==> config.mk <==
export PLATFORM = sky130hd
export DESIGN_NAME = scan_multiplexer_flat
export DESIGN_NICKNAME = d
export VERILOG_FILES = /design/src/rtl/scan_multiplexer_if.sv /design/src/rtl/scan_multiplexer.sv /design/src/flat_wrapper.sv
export SDC_FILE = /design/constraint.sdc
export NUM_CORES = 1
export LEC_CHECK = 0
export ABC_AREA = 1
export CAP_MARGIN = 20
export CELL_PAD_IN_SITES_DETAIL_PLACEMENT = 1
export CELL_PAD_IN_SITES_GLOBAL_PLACEMENT = 2
export CORE_MARGIN = 3
export CORE_UTILIZATION = 25
export DETAILED_ROUTE_END_ITERATION = 7
export PLACE_DENSITY_LB_ADDON = 0.25
export SLEW_MARGIN = 30
export SYNTH_ARGS = -nofsm -noshare
export SYNTH_HDL_FRONTEND = slang
export SYNTH_SLANG_ARGS = --single-unit
==> constraint.sdc <==
create_clock -name clk -period 3.5 [get_ports clk]
set_input_delay 0.35 -clock clk [delete_from_list [all_inputs] [get_ports clk]]
set_output_delay 0.35 -clock clk [all_outputs]
set_load 0.02 [all_outputs]
==> src/rtl/scan_multiplexer_if.sv <==
// Channel bus between a multi-channel source and the scan multiplexer:
// flattened channel inputs, select controls, and the registered selection outputs.
interface scan_multiplexer_if #(
    parameter int WIDTH    = 1,
    parameter int CHANNELS = 4
);
    localparam int SEL_W = $clog2(CHANNELS);

    logic                      en;
    logic                      mode;
    logic [SEL_W-1:0]          sel;
    logic [CHANNELS*WIDTH-1:0] I;
    logic [WIDTH-1:0]          Y;
    logic [SEL_W-1:0]          ch;
    logic                      valid;
    logic                      wrap;
    logic                      err;

    modport master (
        output en, mode, sel, I,
        input  Y, ch, valid, wrap, err
    );

    modport slave (
        input  en, mode, sel, I,
        output Y, ch, valid, wrap, err
    );
endinterface

==> src/rtl/scan_multiplexer.sv <==
// Registered N-channel multiplexer with a manual select and an auto-scan
// sequencer that dwells a fixed number of enabled cycles on each channel.
// Y and ch are loaded on the same edge, so the data always matches the index.
module scan_multiplexer #(
    parameter int WIDTH    = 1,
    parameter int CHANNELS = 4,
    parameter int DWELL    = 10
) (
    input logic           clk,
    input logic           rst,
    scan_multiplexer_if.slave bus
);
    localparam int SEL_W = $clog2(CHANNELS);
    localparam int CNT_W = (DWELL > 1) ? $clog2(DWELL) : 1;

    // Channel count widened by one bit so an all-ones sel can be compared against it.
    localparam logic [SEL_W:0]   NUM_CH   = (SEL_W+1)'(CHANNELS);
    localparam logic [SEL_W-1:0] LAST_CH  = SEL_W'(CHANNELS - 1);
    localparam logic [CNT_W-1:0] LAST_CNT = CNT_W'(DWELL - 1);

    logic [CNT_W-1:0] cnt;
    logic [CNT_W-1:0] cnt_next;
    logic [SEL_W-1:0] ch_next;
    logic [WIDTH-1:0] y_next;
    logic             err_next;
    logic             wrap_next;

    // Choose the next channel: manual select with range check, or dwell-based scan advance.
    always_comb begin
        ch_next   = bus.ch;
        cnt_next  = cnt;
        err_next  = bus.err;
        wrap_next = 1'b0;
        if (bus.mode) begin
            err_next = 1'b0;
            if (cnt == LAST_CNT) begin
                cnt_next = '0;
                if (bus.ch == LAST_CH) begin
                    ch_next   = '0;
                    wrap_next = 1'b1;
                end else begin
                    ch_next = bus.ch + 1'b1;
                end
            end else begin
                cnt_next = cnt + 1'b1;
            end
        end else begin
            cnt_next = '0;
            if ({1'b0, bus.sel} < NUM_CH) begin
                ch_next  = bus.sel;
                err_next = 1'b0;
            end else begin
                err_next = 1'b1;
            end
        end
    end

    // Pick the data of the channel that will be presented after this edge.
    always_comb begin
        y_next = '0;
        for (int k = 0; k < CHANNELS; k++) begin
            if (ch_next == SEL_W'(k)) begin
                y_next = bus.I[k*WIDTH +: WIDTH];
            end
        end
    end

    // Output and dwell-counter registers; en low freezes everything except the strobes.
    always_ff @(posedge clk) begin
        if (rst) begin
            bus.Y     <= '0;
            bus.ch    <= '0;
            bus.valid <= 1'b0;
            bus.wrap  <= 1'b0;
            bus.err   <= 1'b0;
            cnt       <= '0;
        end else begin
            bus.valid <= bus.en;
            if (bus.en) begin
                bus.Y    <= y_next;
                bus.ch   <= ch_next;
                bus.err  <= err_next;
                bus.wrap <= wrap_next;
                cnt      <= cnt_next;
            end else begin
                bus.wrap <= 1'b0;
            end
        end
    end
endmodule
==> src/flat_wrapper.sv <==
// flat-port wrapper written by rule: the top's interface ports become plain ports
module scan_multiplexer_flat 
#(
    parameter int WIDTH    = 1,
    parameter int CHANNELS = 4,
    parameter int DWELL    = 10
)
  (clk, rst, bus_en, bus_mode, bus_sel, bus_I, bus_Y, bus_ch, bus_valid, bus_wrap, bus_err);
  scan_multiplexer_if #(.WIDTH(WIDTH), .CHANNELS(CHANNELS)) bus_i ();
  input logic clk;
  input logic rst;
  input wire logic [$bits(bus_i.en)-1:0] bus_en;
  input wire logic [$bits(bus_i.mode)-1:0] bus_mode;
  input wire logic [$bits(bus_i.sel)-1:0] bus_sel;
  input wire logic [$bits(bus_i.I)-1:0] bus_I;
  output wire logic [$bits(bus_i.Y)-1:0] bus_Y;
  output wire logic [$bits(bus_i.ch)-1:0] bus_ch;
  output wire logic [$bits(bus_i.valid)-1:0] bus_valid;
  output wire logic [$bits(bus_i.wrap)-1:0] bus_wrap;
  output wire logic [$bits(bus_i.err)-1:0] bus_err;
  assign bus_i.en = bus_en;
  assign bus_i.mode = bus_mode;
  assign bus_i.sel = bus_sel;
  assign bus_i.I = bus_I;
  assign bus_Y = bus_i.Y;
  assign bus_ch = bus_i.ch;
  assign bus_valid = bus_i.valid;
  assign bus_wrap = bus_i.wrap;
  assign bus_err = bus_i.err;
  scan_multiplexer #(.WIDTH(WIDTH), .CHANNELS(CHANNELS), .DWELL(DWELL)) u_core (.clk(clk), .rst(rst), .bus(bus_i));
endmodule
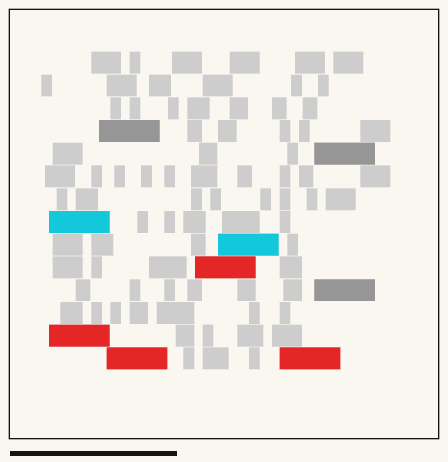
*Sequential cells colored by netlist name, run 1*
Scale bar: 20 um. Other sequential cells in the stronger gray, the rest of the logic in the fainter gray.
netlist name	color	flops
u_core.cnt	red	4
u_core.bus.ch	cyan	2
Finished Core Util: 38.1%
Seq area share: 26.0%
power in sequential cells: 0.111 mW
FF+latch area: 180 um^2

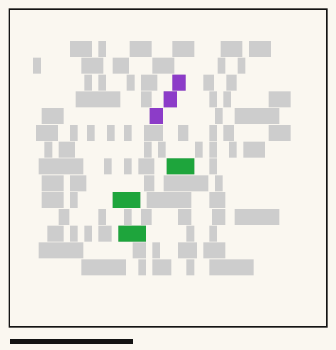
*Gate families picked out, run 1*
Scale bar: 20 um.
family	color	cells
AND and OR gates	purple	3
adder and majority cells	green	3
most frequent logic cell in the layout: nand2_1
Cell Count, Final, Fillers Out: 112

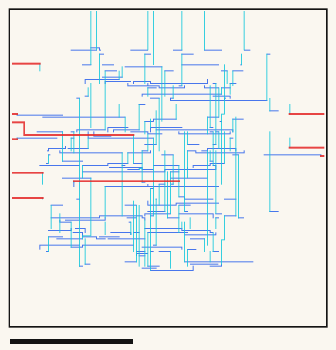
*Routed metal, one color a layer, run 1*
Scale bar: 20 um.
layer	color	wire length
met1	blue	576 um
met3	red	65.4 um
met2	cyan	553 um
Routed WL: 1190 um
GRT Total Usage: 10.6%
total number of vias: 504
DR WL/cell: 10.7 um

==> ci_impl_report.md, run 1 <==
### Flow metrics

| Metric | Value |
|---|---|
| Clock sinks | 9 |
| Clk latency late pin | approximately 260 ps |
| Most used routing layer | met2 |
| I/O pin count | 16 |
| N_diodes | 0 |
| Comb power frac | approximately a fifth |
| Largest Register | u_core.cnt |
| Post-DP HPWL | approximately 990 um |
| Synth Seq Share | approximately a third |
| Routed wl met3 | ~65 um |
| Worst R2R End | u_core.bus.Y |
| Clock buffer cells | 4 |
| Residual DRC count | 0 |
| Pin count of the biggest net entering global routing | 11 |
| Top cells by area | dfxtp_1 35%, nand2_1 12%, ha_1 7.4% |
| Unique cell types | 23 |
| Final period util | 47.5% |
| Tap Count | 25 |
| Worst hold margin | 549 ps |
| Fin. max-slew vios | 0 |
| Max FFs per register | 4 |
| Met2 Use GR | between 10% and 20% |
| FF-to-FF path depth | 8 |
| Critical-path top delay cell | clkdlybuf4s50_1 |
| Clock Power | ~0.081 mW |
| M1 WL | between 500 and 600 um |
| RSZ-0062 raised after global routing | no |
| Area grow syn2layout | 35.8% |
| Root buffer cell | clkbuf_4 |
| Filler instances | 243 |
| ClkCell Share | 3.79% |
| Row count | 15 |
| Vias in the first global route | 488 |
| Cell area after synthesis | a little over 500 um^2 |
| Logic family by area | simple AND/OR/NAND/NOR gates |
| Signal buffers | 14 |
| Worst setup SP type | register |
| Highest metal used | met3 |
| Area fraction in xor and xnor cells | around 3.4% |
| Psw | approximately 0.066 mW |
| AO/OA Area Share | ~10% |
| Worst setup path startpoint | u_core.bus.ch[0] |
| Syn avg cell area | just over 7 um^2 |
| Crit end category | primary output |
| Simple-Gate Fraction of Synth Area | between 30% and 40% |
| Max FO, Critical Path | 5 |
| Initial antenna violation count | 0 |
| Seq pwr share | between 40 and 50% |
| YS chip area | approximately 510 um^2 |
| Reg2reg setup slack | slightly above 2000 ps |
| Gates resized, CTS repair | 0 |
| Met3 usage | roughly 5.2% |
| Power density over the cells | between 300 and 400 mW/mm^2 |
| Tool warning count | 27 |
| Top logic cells by instance count in the layout | 16 x nand2_1, 14 x clkdlybuf4s50_1, 9 x dfxtp_1, 8 x nor2_1, 7 x inv_1 |
| Min-Delay Path Depth | 1 |
| Clock Pin Slew Worst Setup and Hold Paths | around 60 ps |
| Place WS | ~1800 ps |
| CTS buffer count | 3 |
| Cell Int Power | between 0.15 and 0.2 mW |
| Family with the most delay on the worst path | buffers and inverters |
| Worst min-delay path endpoint | u_core.cnt[0] |
| Most numerous cell in the Yosys netlist | nand2_1 |
| WL met2 | 552 um |
| Avg Vias per Cell | around 4.5 |
| Peak Freq | between 0.6 and 0.7 GHz |
| Pwr top | sequential cells |
| Period minus WS final | between 1500 and 2000 ps |
| FFs w/ async S/R, synth | 0% |
| Setup-failing EPs final | 0 |
| Main flop type | dfxtp_1 |
| Final instance area | 693 um^2 |
| Core area | about 0.0018 mm^2 |
| Chip height | between 50 and 60 um |
| Port Buffers | 14 |
| Maximum VDD drop | between 0.0002 and 0.0003 V |
| Status | finished, final reports clean |
| Hold buffer count at cts | 0 |
| Largest class | multi-input combinational cells |
--- run 2 (diff from run 1) ---
--- a/config.mk
+++ b/config.mk
@@ -10,7 +10,7 @@
 export CELL_PAD_IN_SITES_DETAIL_PLACEMENT = 1
 export CELL_PAD_IN_SITES_GLOBAL_PLACEMENT = 2
 export CORE_MARGIN = 3
-export CORE_UTILIZATION = 25
+export CORE_UTILIZATION = 21
 export DETAILED_ROUTE_END_ITERATION = 7
 export PLACE_DENSITY_LB_ADDON = 0.25
 export SLEW_MARGIN = 30
==> constraint.sdc (replaced) <==
create_clock -name clk -period 1.5 [get_ports clk]
set_input_delay 0.15 -clock clk [delete_from_list [all_inputs] [get_ports clk]]
set_output_delay 0.15 -clock clk [all_outputs]
set_load 0.02 [all_outputs]
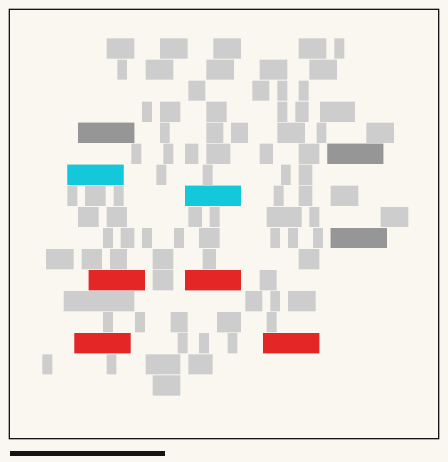
*Sequential cells colored by netlist name, run 2*
Scale bar: 20 um. Other sequential cells in the stronger gray, the rest of the logic in the fainter gray.
Seq area share: 24.0%
Finished Core Util: 33.3%
power in sequential cells: 0.259 mW

==> run 2 against run 1 <==
Cell area increased by 8.3%. Critical path depth unchanged. Utilization decreased by 4.8 points. Sequential cell count unchanged. Critical path type unchanged. Largest cell class unchanged. Largest power group unchanged.
==> ci_impl_report.md, run 2 <==
### Flow metrics

| Metric | Value |
|---|---|
| Pwr top | sequential cells (unchanged) |
| Worst setup path startpoint | u_core.bus.ch[1] (was u_core.bus.ch[0]) |
| Unique cell types | 23 (unchanged) |
| Post-DP HPWL | 1060 um (was 986 um) |
| Routed WL | 1280 um (was 1190 um) |
| Max FFs per register | 4 (unchanged) |
| Most used routing layer | met2 (unchanged) |
| Clock sinks | 9 (unchanged) |
| Clock buffer cells | 3 (was 4) |
| Area grow syn2layout | 47.1% (was 35.8%) |
| Worst min-delay path endpoint | u_core.bus.Y (was u_core.cnt[0]) |
| Setup-failing EPs final | 0 (unchanged) |
| Top logic cells by instance count in the layout | 15 x nand2_1, 13 x clkdlybuf4s50_1, 9 x dfxtp_1, 8 x nor2_1, 7 x inv_1 (was 16 x nand2_1, 14 x clkdlybuf4s50_1, 9 x dfxtp_1, 8 x nor2_1, 7 x inv_1) |
| Cell Count, Final, Fillers Out | 119 (was 112) |
| Reg2reg setup slack | 130 ps (was 2060 ps) |
| Comb power frac | 21.9% (was 19.8%) |
| Chip height | 55.3 um (was 51.2 um) |
| Status | finished, final reports clean (unchanged) |
| Filler instances | 298 (was 243) |
| Largest Register | u_core.cnt (unchanged) |
| I/O pin count | 16 (unchanged) |
| Met2 Use GR | 12.7% (was 16.5%) |
| Worst R2R End | u_core.bus.Y (unchanged) |
| Total number of vias | 524 (was 504) |
| Max FO, Critical Path | 4 (was 5) |
| Simple-Gate Fraction of Synth Area | 33.3% (unchanged) |
| Most frequent logic cell in the layout | nand2_1 (unchanged) |
| Root buffer cell | clkbuf_4 (unchanged) |
| Logic family by area | simple AND/OR/NAND/NOR gates (unchanged) |
| FF-to-FF path depth | 12 (was 8) |
| Gates resized, CTS repair | 0 (unchanged) |
| Crit end category | primary output (unchanged) |
| Worst setup SP type | register (unchanged) |
| Main flop type | dfxtp_1 (unchanged) |
| Signal buffers | 18 (was 14) |
| Clock Power | 0.194 mW (was 0.0812 mW) |
| Maximum VDD drop | 0.000329 V (was 0.000266 V) |
| Tap Count | 28 (was 25) |
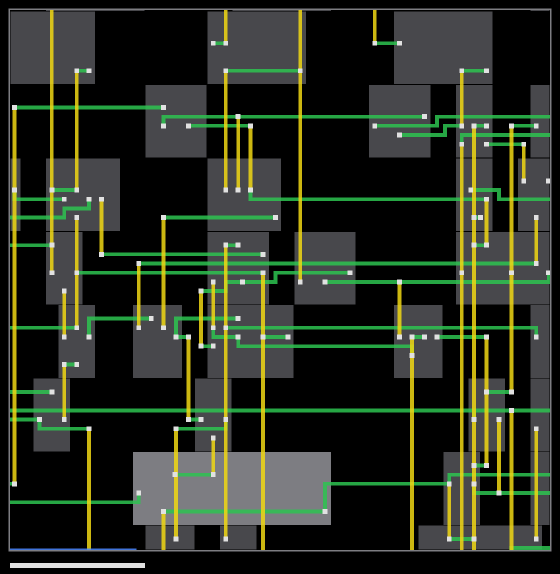
*Zoomed window, run 2*
Scale bar: 5 um. Region (18, 29) to (38, 49) um. Cells in gray, sequential cells in the stronger gray; small squares are vias.
layer	color
met2	yellow
met3	blue
met1	green
cells with their middle in the window	24
most frequent	nand2_1 (7), nand3_1 (3), clkdlybuf4s50_1 (3)
netlist names of flops here include	u_core.bus.ch (1)
sequential cells in the window	1

Power figures rest on the tool's default switching activity, not on a simulated workload.
